Fig. 1: run 1, placed standard cells
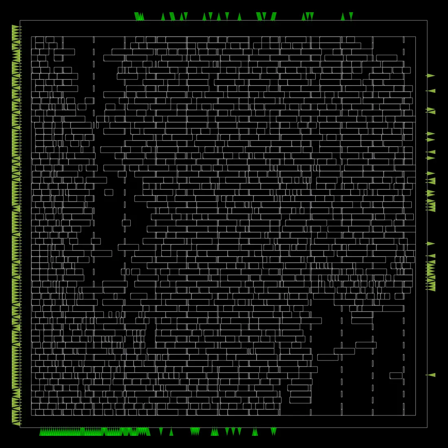
Fig. 2: run 1, logic cells by family
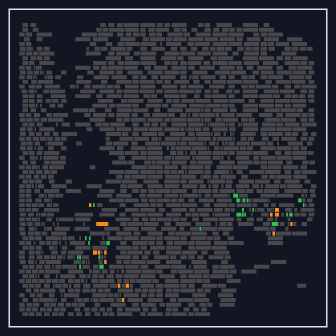
Fig. 3: run 1, clock network drawn from the DEF
Bar = 50 um.
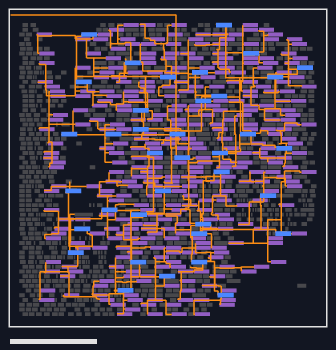
Design invcdf_share_arb, sky130hd; sources not shown.
==> results.cfg, run 1 <==
; implementation run metrics
[routing]
vias = 10100
wl_per_cell_um = 22.9
wl_met3_mm = 2.18
dr_wl_met2_mm = 20.8

[cells_and_area]
final.fill_count = 1868
area_growth_syn_to_layout_pct = 27.7
final_area_um2 = 20200
non_clock_buffer_area_share_pct = 14.6

[floorplanning]
rows = 62
pin_count = 254
die_area_um2 = 32900

[flow_run]
warnings = 33

[clock_tree]
cts_hold_buf = 0
cts_sinks = 346
cts_inserted_buffers = 37

[outcome]
status = finished, final reports clean

[place]
place_area_um2 = 19000
dpl.hpwl_mm = 27.2

[timing]
max-slew-margin-rel_pct = 26.3
setup_tns_ns = 0
fmax_mhz = 237

[yosys]
ys_cells = 1026
synth_warnings = 0
ys_area_um2 = 15900

[worst_setup_path]
reg2reg_slack_ns = 0.81
crit_path_cell_trace = buf_6 > buf_2 > clkbuf_4 > mux4_2 > mux2_2 > clkdlybuf4s50_1
path_class = flip-flop to output port

[power]
powerComb_w = 0.00711
combPwrFrac_pct = 45.1
p_sw_share_pct = 33.9
-- Fig. 1 (at the start) --
flop count: 346
Post-Route Utilization: 70.1%

-- Fig. 2 (at the start) --
colour	family	cells	most used
green	NAND gates	25	nand2_1
orange	inverting AOI/OAI gates	14	a21oi_1
Final Non-Filler Cells: 1736
Commonest Layout Cell: dfrtp_1
combinational share of cell area: 34.1%

-- Fig. 3 (at the start) --
[blue] cells driving clock nets | count: 37
[orange] clock wires | length: 4100 um
[purple] flip-flops | count: 346
flops lie	widely spread
clock network power share: 19.4%
clk_lat worst skew: 0.52 ns

run 1: cell usage after synthesis (all sizes together) (2+ instances only):
cell type | number | area share, %
dfrtp | 346 | 55
mux2 | 341 | 24
mux4 | 68 | 9.7
clkbuf | 43 | 1.0
nor2 | 43 | 1.0
mux2i | 38 | 2.4
a221o | 33 | 2.1
buf | 22 | 0.73
nand2 | 16 | 0.38
ha | 12 | 0.95
xor2 | 9 | 0.50
a21oi | 7 | 0.22
and2 | 6 | 0.24
inv | 5 | 0.12
xnor2 | 5 | 0.28
nor2b | 4 | 0.16
nand2b | 3 | 0.12
nor3 | 3 | 0.095
a211oi | 2 | 0.095
nand4b | 2 | 0.11
nor4b | 2 | 0.19
o21ai | 2 | 0.063
Fig. 4: run 1, signal wires on met2
Cells faint in the background.
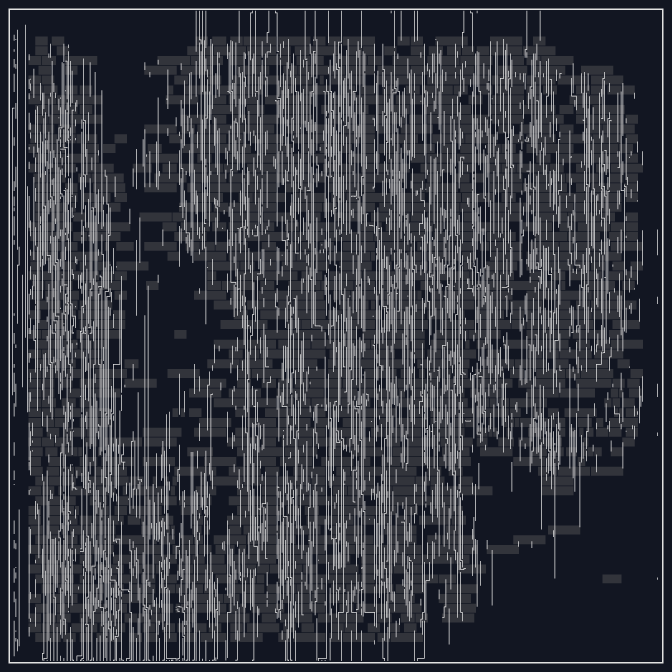

==> inputs of run 2 (changes only) <==
- CELL_PAD_IN_SITES_DETAIL_PLACEMENT: not set -> 1
- CELL_PAD_IN_SITES_GLOBAL_PLACEMENT: not set -> 1
- CORE_UTILIZATION: 54 -> 45
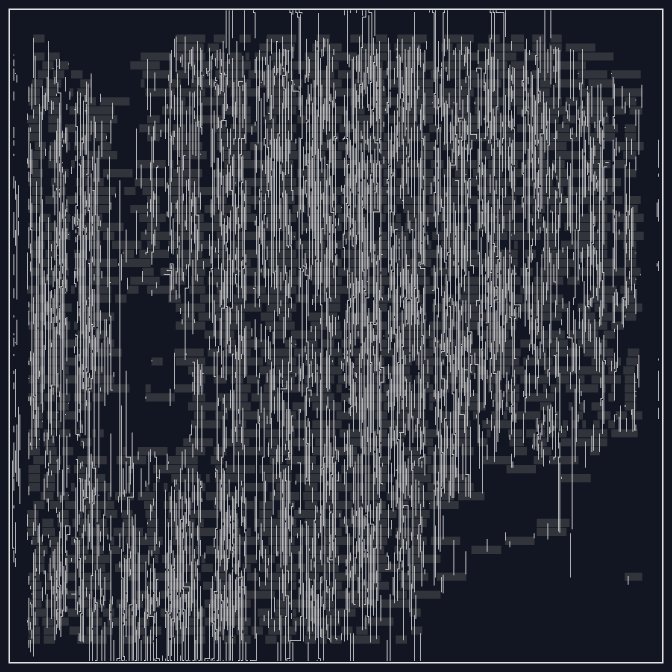
Fig. 5. Signal wires on met2 (run 2).
Cells faint in the background.
longest straight run	97.2 um
share of all routed wire	54%
wire length on this layer	25.8 mm
nets with wire on the layer	1432
Routed WL: 48.2 mm
vias: 10400
routing usage on met2: 44.8%

==> results.cfg, run 2 <==
; implementation run metrics
[yosys]
ys_cells = 1026
netlist_top_cells_area = dfrtp_1, mux2_1, mux4_2
synth_warnings = 0
edf_count = 0
ys_sh_mux_pct = 36.3
top_cells_by_count = dfrtp_1, mux2_1, mux4_2
top_area_share_pct = 54.6
ys_area_um2 = 15900
most_common_cell = dfrtp_1
ys_seq_share_pct = 54.6

[power]
p_sw_share_pct = 35.8
ir_worst_vdd_uv = 574
power_frac_clock_pct = 19.5
seqPwrFrac_pct = 35.2
powerComb_w = 0.00740
combPwrFrac_pct = 45.3

[cells_and_area]
area_growth_syn_to_layout_pct = 28.4
comb_share_pct = 33.9
non_clock_buffer_area_share_pct = 14.6
layout.cells.most_common = dfrtp_1

[floorplanning]
initial_core_util_pct = 45.8
tap_cells = 455
die_area_um2 = 39100
rows = 68
pin_count = 254

[outcome]
status = finished, final reports clean

[routing]
dr_wl_met2_mm = 25.8
wl_met3_mm = 2.60
wl_per_cell_um = 26.7
ant_nets = 0
drt-vias-per-instance = 5.78

[timing]
finalCritPeriodShare_pct = 97.8
fmax_mhz = 232
setup_tns_ns = 0

[clock_tree]
cts_sinks = 346
clk_latency_ns = 0.54
cts_inserted_buffers = 38

[flow_run]
warnings = 31

[worst_setup_path]
path_class = input port to output port
reg2reg_slack_ns = 0.66
crit_path_cell_trace = clkdlybuf4s50_1 > a21oi_1 > o21a_1 > o22ai_2 > buf_8 > inv_2 > ha_1 > and2_1 > clkdlybuf4s50_1

[place]
dpl.hpwl_mm = 32.3
run 2: cell counts after synthesis:
Identical to the previous run, type by type.
run 2: what timing repair did:
item	4_1_cts	5_1_grt
setup endpoints to repair	36	13
hold buffers	0	0
buffers inserted	0	0
resized	24	2
run 2: cell families after synthesis:
group | count (synthesis)
DFF | 346
xor gates and xnor gates | 14
AOI/OAI and AO/OA | 49
adders and majority gates | 12
buffers and inverters | 70
and+or+nand+nor | 88
muxes | 447
run 2: metrics by stage:
step                utilization, %  cell area (um^2)  power [W]  std cells
floorplan                        -             15900     0.0100       1026
global placement              54.7             19000     0.0125       1734
detailed placement            55.1             19100     0.0130       1740
CTS                           58.8             20300     0.0164       1805
global route                  58.8             20400     0.0172       1806
finish                        58.8             20400     0.0163       1806
Power and IR drop assume default switching activity.
